[src/rtl/seg_scan_pkg.sv]
// Shared definitions for the seven-segment scan decoder: glyph table,
// blank pattern, digit-enable bit positions and the lookup result type.
package seg_scan_pkg;

    // Segment patterns for hex 0..F, bit6 = a ... bit0 = g; entry i is value i
    localparam logic [15:0][6:0] GLYPHS = {
        7'h47, 7'h4F, 7'h3D, 7'h4E,   // F E D C
        7'h1F, 7'h77, 7'h7B, 7'h7F,   // B A 9 8
        7'h70, 7'h5F, 7'h5B, 7'h33,   // 7 6 5 4
        7'h79, 7'h6D, 7'h30, 7'h7E    // 3 2 1 0
    };

    localparam logic [6:0] SEG_BLANK = 7'h00;

    localparam int EN_LEFT  = 1;
    localparam int EN_RIGHT = 0;

    typedef struct packed {
        logic       hit;
        logic       blank;
        logic [3:0] value;
    } glyph_info_t;

endpackage

[src/rtl/seg_glyph_lookup.sv]
// Combinational reverse map from a 7-bit segment pattern to its hex value,
// flagging table hits and the blank pattern separately.
module seg_glyph_lookup
    import seg_scan_pkg::*;
(
    input  logic [6:0]  pattern,
    output glyph_info_t info
);

    // Search the glyph table; the blank pattern is never a table entry
    always_comb begin
        info.hit   = 1'b0;
        info.blank = (pattern == SEG_BLANK);
        info.value = 4'h0;
        for (int i = 0; i < 16; i++) begin
            if (pattern == GLYPHS[i]) begin
                info.hit   = 1'b1;
                info.value = 4'(i);
            end
        end
    end

endmodule

[src/rtl/seven_seg_scan_decoder.sv]
// Receive side of the multiplexed two-digit seven-segment display: filters
// scan transients and recovers stable left/right digit values.
// Optional feature macro: SEG_SCAN_ERR_CNT_EN adds the ErrCount port and an
// 8-bit saturating count of GlyphErr pulses.
module seven_seg_scan_decoder
    import seg_scan_pkg::*;
#(
    parameter int unsigned STABLE_CYCLES  = 4,
    parameter int unsigned TIMEOUT_CYCLES = 65535
) (
    input  logic       clk,
    input  logic       reset,
    input  logic [6:0] SevenSegIn,
    input  logic [1:0] EnableIn,
    output logic [3:0] Ldigit,
    output logic [3:0] Rdigit,
    output logic       Lvalid,
    output logic       Rvalid,
    output logic       Update,
    output logic       GlyphErr
`ifdef SEG_SCAN_ERR_CNT_EN
    ,
    output logic [7:0] ErrCount
`endif
);

    localparam logic [7:0]  STAB_TARGET   = 8'(STABLE_CYCLES);
    localparam logic [15:0] TIMEOUT_LIMIT = 16'(TIMEOUT_CYCLES);

    logic [6:0]  s_seg;
    logic [6:0]  p_seg;
    logic [1:0]  s_en;
    logic [1:0]  p_en;
    logic [7:0]  stab;
    logic [7:0]  stab_next;
    logic        one_hot;
    logic        same;
    logic        accept;
    logic        accept_left;
    logic        accept_right;
    logic        glyph_bad;
    logic [15:0] tmo_left;
    logic [15:0] tmo_right;
    logic [15:0] tmo_left_inc;
    logic [15:0] tmo_right_inc;
    glyph_info_t glyph;

    seg_glyph_lookup u_lookup (
        .pattern (s_seg),
        .info    (glyph)
    );

    // Sample the bus, and keep the previous sample for change detection
    always_ff @(posedge clk or negedge reset) begin
        if (!reset) begin
            s_seg <= '0;
            s_en  <= '0;
            p_seg <= '0;
            p_en  <= '0;
        end else begin
            s_seg <= SevenSegIn;
            s_en  <= EnableIn;
            p_seg <= s_seg;
            p_en  <= s_en;
        end
    end

    assign one_hot = ^s_en;
    assign same    = ({s_seg, s_en} == {p_seg, p_en});

    // stab is the length of the current run of identical one-hot samples;
    // accept fires only on the sample that first completes the run
    always_comb begin
        stab_next = '0;
        accept    = 1'b0;
        if (one_hot) begin
            if (!same) begin
                stab_next = 8'd1;
            end else if (stab != STAB_TARGET) begin
                stab_next = stab + 8'd1;
            end else begin
                stab_next = stab;
            end
            accept = (stab_next == STAB_TARGET) && !(same && (stab == STAB_TARGET));
        end
    end

    // Stability run-length register
    always_ff @(posedge clk or negedge reset) begin
        if (!reset) begin
            stab <= '0;
        end else begin
            stab <= stab_next;
        end
    end

    assign accept_left   = accept && s_en[EN_LEFT];
    assign accept_right  = accept && s_en[EN_RIGHT];
    assign glyph_bad     = accept && !glyph.hit && !glyph.blank;
    assign tmo_left_inc  = (tmo_left  == 16'hFFFF) ? tmo_left  : tmo_left  + 16'd1;
    assign tmo_right_inc = (tmo_right == 16'hFFFF) ? tmo_right : tmo_right + 16'd1;

    // Registered one-cycle indications; blanks update but never error
    always_ff @(posedge clk or negedge reset) begin
        if (!reset) begin
            Update   <= 1'b0;
            GlyphErr <= 1'b0;
        end else begin
            Update   <= accept && (glyph.hit || glyph.blank);
            GlyphErr <= glyph_bad;
        end
    end

    // Left digit value, valid flag and inactivity timeout; accept beats timeout
    always_ff @(posedge clk or negedge reset) begin
        if (!reset) begin
            Ldigit   <= '0;
            Lvalid   <= 1'b0;
            tmo_left <= '0;
        end else if (accept_left) begin
            tmo_left <= '0;
            if (glyph.hit) begin
                Ldigit <= glyph.value;
                Lvalid <= 1'b1;
            end else if (glyph.blank) begin
                Lvalid <= 1'b0;
            end
        end else begin
            tmo_left <= tmo_left_inc;
            if (tmo_left_inc == TIMEOUT_LIMIT) begin
                Lvalid <= 1'b0;
            end
        end
    end

    // Right digit value, valid flag and inactivity timeout; accept beats timeout
    always_ff @(posedge clk or negedge reset) begin
        if (!reset) begin
            Rdigit    <= '0;
            Rvalid    <= 1'b0;
            tmo_right <= '0;
        end else if (accept_right) begin
            tmo_right <= '0;
            if (glyph.hit) begin
                Rdigit <= glyph.value;
                Rvalid <= 1'b1;
            end else if (glyph.blank) begin
                Rvalid <= 1'b0;
            end
        end else begin
            tmo_right <= tmo_right_inc;
            if (tmo_right_inc == TIMEOUT_LIMIT) begin
                Rvalid <= 1'b0;
            end
        end
    end

`ifdef SEG_SCAN_ERR_CNT_EN
    // Saturating count of unrecognised stable glyphs
    always_ff @(posedge clk or negedge reset) begin
        if (!reset) begin
            ErrCount <= '0;
        end else if (glyph_bad && (ErrCount != 8'hFF)) begin
            ErrCount <= ErrCount + 8'd1;
        end
    end
`endif

endmodule

[config.mk]
export PLATFORM = sky130hd
export DESIGN_NAME = seven_seg_scan_decoder
export DESIGN_NICKNAME = d
export VERILOG_FILES = /design/src/rtl/seg_scan_pkg.sv /design/src/rtl/seg_glyph_lookup.sv /design/src/rtl/seven_seg_scan_decoder.sv
export SDC_FILE = /design/constraint.sdc
export NUM_CORES = 1
export LEC_CHECK = 0
export CORE_ASPECT_RATIO = 0.75
export CORE_MARGIN = 2
export CORE_UTILIZATION = 34
export DETAILED_ROUTE_END_ITERATION = 10
export HOLD_SLACK_MARGIN = 0.08
export PLACE_DENSITY_LB_ADDON = 0.3
export SYNTH_ARGS = -nofsm -noshare
export SYNTH_HDL_FRONTEND = slang
export SYNTH_SLANG_ARGS = --single-unit
export TNS_END_PERCENT = 20
[constraint.sdc]
create_clock -name clk -period 3.3 [get_ports clk]
set_input_delay 0.33 -clock clk [delete_from_list [all_inputs] [get_ports clk]]
set_output_delay 0.33 -clock clk [all_outputs]
set_load 0.01 [all_outputs]
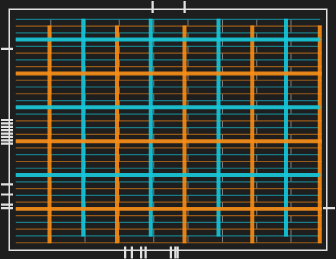
Run 1: supply network
Pins as bars on the die edge. Tap cells in grey.
legend:
  VSS:
    colour: orange
  VDD:
    colour: cyan
signal pins: 23
met1 rails: 34

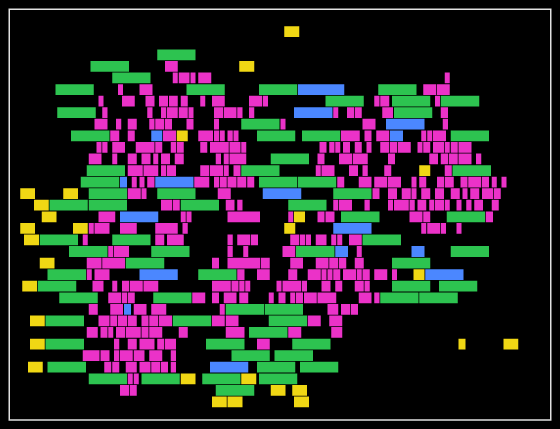
Run 1: cells coloured by class
legend:
  other buffers and delay cells:
    colour: yellow
    cells: 28
    share_of_their_area: 6.1%
  all other logic:
    colour: magenta
    cells: 323
    share_of_their_area: 47%
  flops:
    colour: green
    cells: 70
    share_of_their_area: 40%
  clock drivers and dummy loads:
    colour: blue
    cells: 16
    share_of_their_area: 6.9%

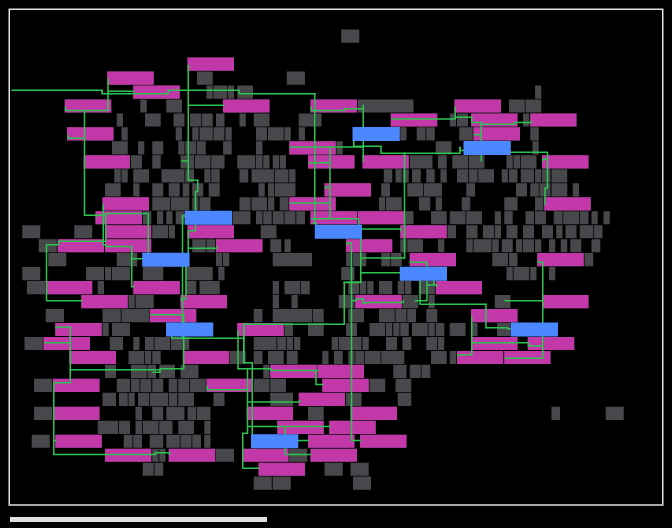
Run 1: clock distribution
Scale bar: 50 um.
legend:
  clock wires:
    colour: green
    length: 995 um
  flip-flops:
    colour: magenta
    count: 70
  cells driving clock nets:
    colour: blue
    count: 9
routed clock nets: 10
flops lie: all over the die

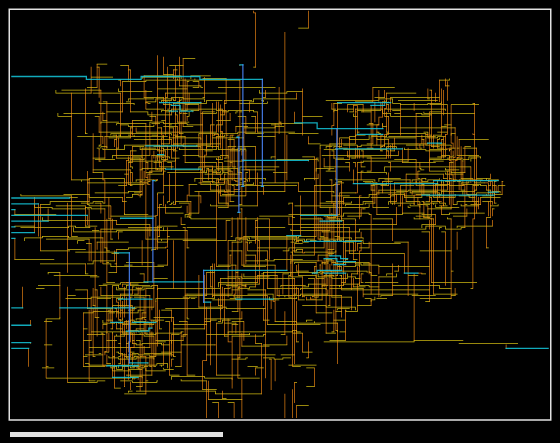
Run 1: wiring by layer
Scale bar: 50 um.
legend:
  met1:
    colour: yellow
    wire_length: 4,150 um
  met2:
    colour: orange
    wire_length: 3,620 um
  met3:
    colour: cyan
    wire_length: 488 um
  met4:
    colour: blue
    wire_length: 149 um

==> run notes, run 1 <==
flow finished, numbers: Reg2Reg Setup Slack 0.65 ns, H-tree depth 3, Cell variety after synth 60, n_diodes 0, core area 11,000 sq um, Leakage 1.88 nW, critical path cell sequence xor2_1, nor4_2, nand4_2, nor2b_1, and3_1, nor3_1, a22oi_1, Worst Path Max Fanout 13, ys cells 410, r2r startpoint s_seg[4]$_DFF_PN0_, Worst setup SP type flip-flop, FFs w/ async S/R, synth 100%, Post-Layout Cell Count 577, largest net degree at the start of global routing 47, Die Wd 127 um, # fillers 1,094, HPWL after DPL 5820 um, vias per cell 5.38, class of the most critical setup path reg -> reg, Synthesized Nets 425, Post-CTS Setup Bufs 0, Register Area 1750 sq um, R2R cell count 7, average wire per standard cell 14.6 um, WP depth 7, status completed, dominant logic cell type in the layout dfrtp_1, aoi share 10.5%, First-pass DRT Iterations 4, Residual DRC 0, OpenROAD warning count 27, clock sinks 70, Hold Path End s_seg[2]$_DFF_PN0_, CP Launch Point s_seg[4]$_DFF_PN0_, initial detailed-routing violation count 235, Antenna Nets Post-Route 0, Seq/Total Area, Yosys 45.4%, Largest regs tmo_left x16, tmo_right x16, stab x8, flops out of synthesis 70, synthesized area 3850 sq um, share of cells above drive strength 1 8.92%, Crit path largest cell delay 0.53 ns, critical path's top delay family simple AND/OR/NAND/NOR gates, Pwr Density 429 nW/um^2, Placed Instances 560, Layout area overhead 16.9%, Crit path buffers/inverters 0, Final Hold Fails 0, Synth Area in Adders 1.30%, Final Max Slew Viols 0, yosys simple share 26.4%, multi-input logic area 1970 sq um, root buffer cell clkbuf_16, post-cts hold buffer count 1
## run 1: layout make-up
class | instances | share of cell area [%]
Multi-Input combinational cell | 309 | 43.6
Timing Repair Buffer | 28 | 5.83
Clock buffer | 9 | 5.00
Sequential cell | 70 | 38.9
Inverter | 14 | 1.17
Tap cell | 140 | 3.89
Clock inverter | 7 | 1.64
## run 1: synth_stat cells, types with 7 or more instances
cell type / count / share of area [%]
buf_2: 10 / 1.3
mux2i_1: 9 / 2.3
dfrtp_1: 70 / 45
and3_1: 11 / 1.8
nor3_1: 15 / 1.9
xnor2_1: 16 / 3.6
nor2_1: 56 / 5.5
inv_1: 14 / 1.4
a21oi_1: 14 / 1.8
nand4_1: 16 / 2.6
o21ai_0: 11 / 1.4
nand3_1: 21 / 2.7
xor2_1: 23 / 5.2
nand2_1: 34 / 3.3
a31oi_1: 7 / 1.1
## run 1: per-layer routing
| layer | share of wire [%] | vias up | global-route usage, % |
|---|---|---|---|
| li1 | - | 1508 | - |
| met4 | 1.8 | 0 | 6.50 |
| met1 | 49 | 1476 | 20.6 |
| met3 | 5.8 | 17 | 4.45 |
| met2 | 43 | 102 | 22.8 |
| met5 | 0 | - | 0 |
## run 1: per-stage QoR
stage / total power [W] / util (%) / setup slack, ns
2_1_floorplan: 0.000952 / - / 0.923
3_3_place_gp: 0.000988 / 38.2 / 0.747
3_5_place_dp: 0.000990 / 38.2 / 0.667
4_1_cts: 0.00197 / 41.0 / 0.638
5_1_grt: 0.00202 / 41.0 / 0.405
6_report: 0.00194 / 41.0 / 0.650
## run 1: report_power, final
part           switching [W]  internal (W)
clock network       0.000376      0.000587
registers          0.0000259      0.000871
logic              0.0000430     0.0000330
total               0.000445       0.00149
Run 1, routing congestion map:
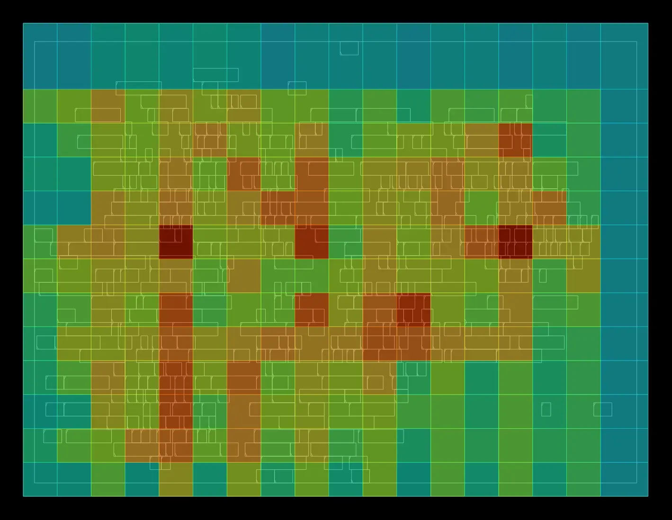

==> run 2: changes to the inputs <==
==> constraint.sdc (replaced) <==
create_clock -name clk -period 2.7 [get_ports clk]
set_input_delay 0.27 -clock clk [delete_from_list [all_inputs] [get_ports clk]]
set_output_delay 0.27 -clock clk [all_outputs]
set_load 0.01 [all_outputs]
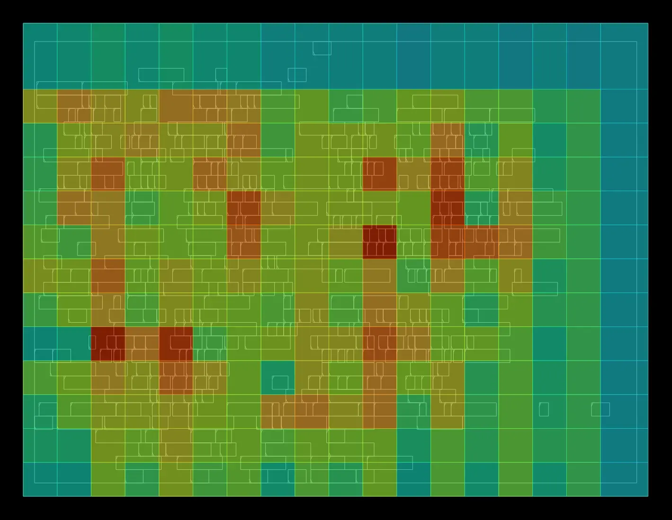
Run 2: routing congestion map
M1 GR Usage: 20.9%
Total GRT Usage: 14.6%
average wire per standard cell: 14.0 um

==> run 2 against run 1 <==
Via count decreased by 3.5%. Critical path type unchanged. Fmax increased by 6.4%. Largest power group unchanged. Synthesized cell count unchanged. Largest cell class unchanged. Worst hold slack got worse by 0.058 ns.
==> run notes, run 2 <==
flow finished, numbers: Final Max Slew Viols 0 (unchanged), number of enable flip-flop cells 0, flops out of synthesis 70 (unchanged), Antenna Nets Post-Route 0 (unchanged), GR peak layer met2, Die Wd 127 um (unchanged), Seq/Total Area, Yosys 45.4% (unchanged), n_diodes 0 (unchanged), top post-synthesis cells by area dfrtp_1, nor2_1, xor2_1, Post-CTS Setup Bufs 0 (unchanged), Leakage 1.92 nW (+2.3%), slowest library cell on the worst path dfrtp_1, vias in the first global route 2,790, ys flop type dfrtp_1, Crit path buffers/inverters 0 (unchanged), Initial Util 35.1%, root buffer cell clkbuf_16, Max-area cell share 45.4% (unchanged), final wirelength 8210 um, Final Util 41.5% (+0.50 points), most frequent cell after synthesis dfrtp_1, Final Critical Period 2.49 ns, synthesis area per yosys 3850 sq um, relative slew slack 60.6%, FFs w/ async S/R, synth 100% (unchanged), Crit path largest cell delay 0.51 ns (-0.02 ns), synthesized area 3850 sq um (unchanged), Worst setup SP type flip-flop, Top Layer Used met4, critical path cell sequence ha_1, nand3_1, a211o_1, a22o_1, nor4_4, nand2_4, mux2_4, yosys warning tally 0, final tally of setup violations 0, share of cells above drive strength 1 10.5% (+1.6 points), Layout area overhead 18.4%, Final Hold Fails 0 (unchanged), Largest regs tmo_left x16, tmo_right x16, stab x8, post-route worst setup slack 0.210 ns (-0.441 ns), Post-Place Worst Slack 0.202 ns (-0.465 ns), First-pass DRT Iterations 4 (unchanged), fin area 4560 sq um, dominant logic cell type in the layout dfrtp_1, WL met2 3470 um (-4.1%), clk_lat worst skew 0.34 ns, H-tree depth 3 (unchanged), worst path required time 2.92 ns, critical path's top delay family simple AND/OR/NAND/NOR gates, HPWL after DPL 5770 um (-0.73%), initial detailed-routing violation count 132 (-44%), Post-Layout Cell Count 587 (+1.7%), Final Power 0.00230 W (+19%), fin nets 457, met3 WL 274 um (-44%), Synthesized Nets 425 (unchanged), core area 11,000 sq um (unchanged), WL met1 4380 um (+5.3%), met2 usage 21.3% (-1.6 points), Syn Area/Cell 9.40 sq um, clock slew at reported path FFs 0.06 ns, DP Area 4270 sq um, ys cells 410 (unchanged), status completed, port bufs 22, class of the most critical setup path reg -> reg, clock sinks 70 (unchanged), vias per cell 5.10 (-5.2%), area leader, netlist dfrtp_1, Placed Instances 570 (+1.8%), OpenROAD warning count 27 (unchanged), tightest hold margin 0.370 ns, Setup crit end kind flip-flop, die area 12,200 sq um, synth cell count leaders dfrtp_1, nor2_1, nand2_1, xor2_1, nand3_1, met3 usage 4.34% (-0.11 points), Worst Path Max Fanout 9 (-4), Pwr Density 505 nW/um^2 (+18%), Cell variety after synth 60 (unchanged), Placement Rows 33, largest net degree at the start of global routing 27 (-43%), peak supply drop 352 uV, Residual DRC 0 (unchanged)
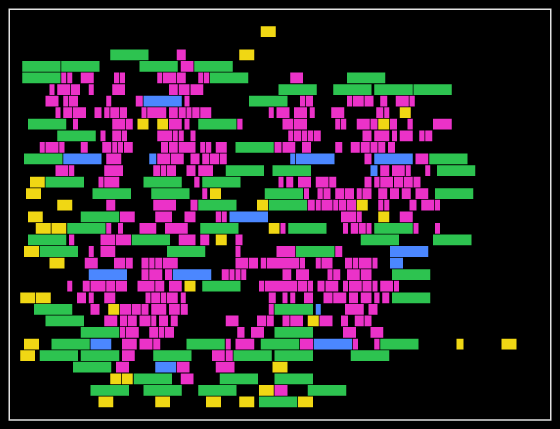
Run 2: cells coloured by class
legend:
  other buffers and delay cells:
    colour: yellow
    cells: 38
    share_of_their_area: 7.7%
  flops:
    colour: green
    cells: 70
    share_of_their_area: 40%
  clock drivers and dummy loads:
    colour: blue
    cells: 16
    share_of_their_area: 6.4%
  all other logic:
    colour: magenta
    cells: 323
    share_of_their_area: 46%

run 2: layout make-up:
type | instances | area, sq um
timing repair buffer | 38 | 338
inverter | 14 | 52.6
multi-input combinational | 309 | 1970
tap | 140 | 175
fill | 1070 | 6420
sequential | 70 | 1750
clock inverter | 3 | 18.8
clock buffer | 13 | 260
run 2: timing repair:
item                                    4_1_cts  5_1_grt
resized                                       0        0
hold buffers                                  1        0
hold endpoints to repair                     21        0
endpoints found under the setup margin        0        0
run 2: cells by family after synthesis:
group,after synthesis,synth area share (%)
AND-OR/OR-AND,60,10.5
XOR/XNOR,39,8.86
adder cells (fa/ha/maj),4,1.30
buffers and inverters,31,3.54
flip-flops,70,45.4
multiplexers,14,3.99
AND/OR/NAND/NOR,192,26.4
run 2: final timing paths:
path                                          to               from  slack, ns  cells past startpoint
max                        Rdigit[3]$_DFFE_PN0P_  stab[0]$_DFF_PN0_       0.21                      7
min                           s_seg[2]$_DFF_PN0_      SevenSegIn[2]       0.37                      1
max reg2reg                Rdigit[3]$_DFFE_PN0P_  stab[0]$_DFF_PN0_       0.21                      7
min reg2reg                    p_en[0]$_DFF_PN0_  s_en[0]$_DFF_PN0_       0.51                      0
max in group asynchronous  tmo_left[0]$_DFF_PN0_              reset       1.53                      3
min in group asynchronous      stab[3]$_DFF_PN0_              reset       0.45                      2
run 2: worst register-to-register path, stage by stage, from the launching register on:
cell     delay, ns
dfrtp_1       0.51
ha_1          0.32
nand3_1       0.17
a211o_1       0.28
a22o_1        0.29
nor4_4        0.38
nand2_4       0.13
mux2_4        0.32
run 2: report_power, final:
part | leakage [nW] | switching [W] | internal, W
clock network | 0.140 | 0.000440 | 0.000671
logic | 0.876 | 0.0000555 | 0.0000444
registers | 0.905 | 0.0000288 | 0.00107
==> run 3: changes to the inputs <==
--- a/config.mk
+++ b/config.mk
@@ -11,6 +11,7 @@
 export DETAILED_ROUTE_END_ITERATION = 10
 export HOLD_SLACK_MARGIN = 0.08
 export PLACE_DENSITY_LB_ADDON = 0.3
+export SLEW_MARGIN = 20
 export SYNTH_ARGS = -nofsm -noshare
 export SYNTH_HDL_FRONTEND = slang
 export SYNTH_SLANG_ARGS = --single-unit
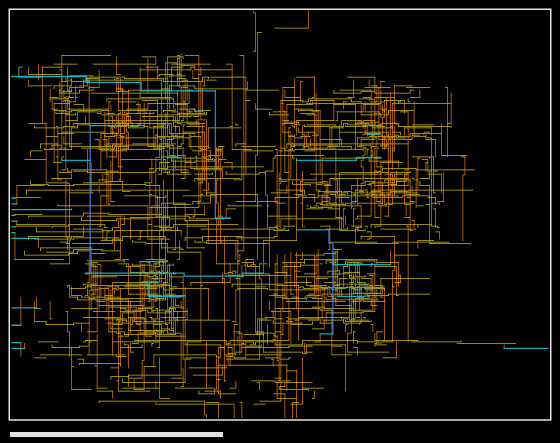
Run 3: wiring by layer
Scale bar: 50 um.
legend:
  met1:
    colour: yellow
    wire_length: 4,380 um
  met2:
    colour: orange
    wire_length: 3,470 um
  met3:
    colour: cyan
    wire_length: 274 um
  met4:
    colour: blue
    wire_length: 90.0 um

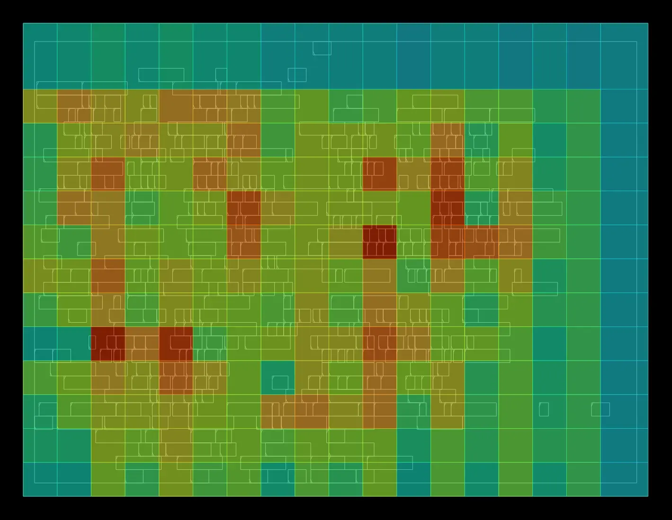
Run 3: routing congestion map
met3 usage: 4.34%
GR peak layer: met2
met2 usage: 21.3%
Final Util: 41.5%

==> run 3 against run 2 <==
Sequential cell count stayed put. Largest power group unchanged. Fmax is the same. Synthesized cell count is the same. Global-route usage did not move. Critical endpoint unchanged. Clock skew unchanged. Core utilization unchanged. Final cell count did not move. Count of clock-buffer cells in the layout did not move. Wire length is the same.
==> run notes, run 3 <==
flow finished, numbers: Placement Rows 33 (unchanged), Seq/Total Area, Yosys 45.4% (unchanged), Placed Instances 570 (unchanged), Pwr Density 505 nW/um^2 (unchanged), port bufs 22 (unchanged), Setup crit end kind flip-flop, DP Area 4270 sq um (unchanged), XOR Share, Synth 8.86% (unchanged), ys cells 410 (unchanged), average wire per standard cell 14.0 um (unchanged), MUX share of area 3.99% (unchanged), M1 GR Usage 20.9% (unchanged), clock slew at reported path FFs 0.06 ns (about the same), largest net degree at the start of global routing 27 (unchanged), worst path required time 2.92 ns (about the same), First-pass DRT Iterations 4 (unchanged), Post-Layout Cell Count 587 (unchanged), synth cell count leaders dfrtp_1, nor2_1, nand2_1, xor2_1, nand3_1, Top Layer Used met4, clk_lat worst skew 0.34 ns (about the same), peak supply drop 352 uV (unchanged), ys flop type dfrtp_1, synthesis area per yosys 3850 sq um (unchanged), Syn Area/Cell 9.40 sq um (unchanged), Crit path buffers/inverters 0 (unchanged), Worst Path Max Fanout 9 (unchanged), n_diodes 0 (unchanged), aoi share 10.5% (unchanged), status completed, H-tree depth 3 (unchanged), Worst setup SP type flip-flop, relative slew slack 60.6% (unchanged), FFs w/ async S/R, synth 100% (unchanged), most frequent cell after synthesis dfrtp_1, slowest library cell on the worst path dfrtp_1, flops out of synthesis 70 (unchanged), yosys warning tally 0 (unchanged), CTS resizes 0 (unchanged), Synthesized Nets 425 (unchanged), share of cells above drive strength 1 10.5% (unchanged), final wirelength 8210 um (unchanged), WL met1 4380 um (unchanged), critical path cell sequence ha_1, nand3_1, a211o_1, a22o_1, nor4_4, nand2_4, mux2_4, post-cts hold buffer count 1 (unchanged), vias per cell 5.10 (unchanged), tightest hold margin 0.370 ns (unchanged), Largest regs tmo_left x16, tmo_right x16, stab x8, fin nets 457 (unchanged), initial detailed-routing violation count 132 (unchanged), dominant logic cell type in the layout dfrtp_1, Crit path largest cell delay 0.51 ns (about the same), final tally of setup violations 0 (unchanged), HPWL after DPL 5770 um (unchanged), Total GRT Usage 14.6% (unchanged), Antenna Nets Post-Route 0 (unchanged), yosys simple share 26.4% (unchanged), vias in the first global route 2,790 (unchanged), OpenROAD warning count 27 (unchanged), Die Wd 127 um (unchanged), WL met2 3470 um (unchanged), synthesized area 3850 sq um (unchanged), number of enable flip-flop cells 0 (unchanged), Cell variety after synth 60 (unchanged), # fillers 1,070 (unchanged), Max-area cell share 45.4% (unchanged)
[run 3: cell counts in the layout (fill, tap and decap cells not counted)]
Identical to the previous run, type by type.
[run 3: final cells by class]
| class | count | area [sq um] | area share [%] |
|---|---|---|---|
| clock buffers | 13 | 260 | 5.70 |
| flip-flops and latches | 70 | 1750 | 38.4 |
| well taps | 140 | 175 | 3.84 |
| repair buffers | 38 | 338 | 7.40 |
| multi-input cells | 309 | 1970 | 43.1 |
| clock inverters | 3 | 18.8 | 0.411 |
| inverters | 14 | 52.6 | 1.15 |
[run 3: through the flow]
step | power (W) | setup WS [ns]
global placement | 0.00121 | 0.243
CTS | 0.00234 | 0.198
finish | 0.00230 | 0.210
detailed placement | 0.00121 | 0.202
global route | 0.00240 | 0.0108
floorplan | 0.00116 | 0.323
[run 3: power breakdown]
group	leakage, nW	internal [W]	switching [W]	total (W)
Sequential	0.905	0.00107	0.0000288	0.00109
Combinational	0.876	0.0000444	0.0000555	0.0000999
Clock	0.140	0.000671	0.000440	0.00111
[run 3: cell families after synthesis]
family / count (synthesis)
simple gates: 192
flops: 70
compound gates: 60
xor+xnor: 39
buf+inv: 31
mux: 14
fa+ha+maj: 4
[run 3: worst paths after layout]
check | start | to | slack, ns | cells after the start
worst max-delay path | stab[0]$_DFF_PN0_ | Rdigit[3]$_DFFE_PN0P_ | 0.21 | 7
worst min-delay path | SevenSegIn[2] | s_seg[2]$_DFF_PN0_ | 0.37 | 1
worst min register to register | s_en[0]$_DFF_PN0_ | p_en[0]$_DFF_PN0_ | 0.51 | 0
min in group asynchronous | reset | stab[3]$_DFF_PN0_ | 0.45 | 2
max in group asynchronous | reset | tmo_left[0]$_DFF_PN0_ | 1.53 | 3
worst max register to register | stab[0]$_DFF_PN0_ | Rdigit[3]$_DFFE_PN0P_ | 0.21 | 7
Power figures rest on the tool's default switching activity, not on a simulated workload.
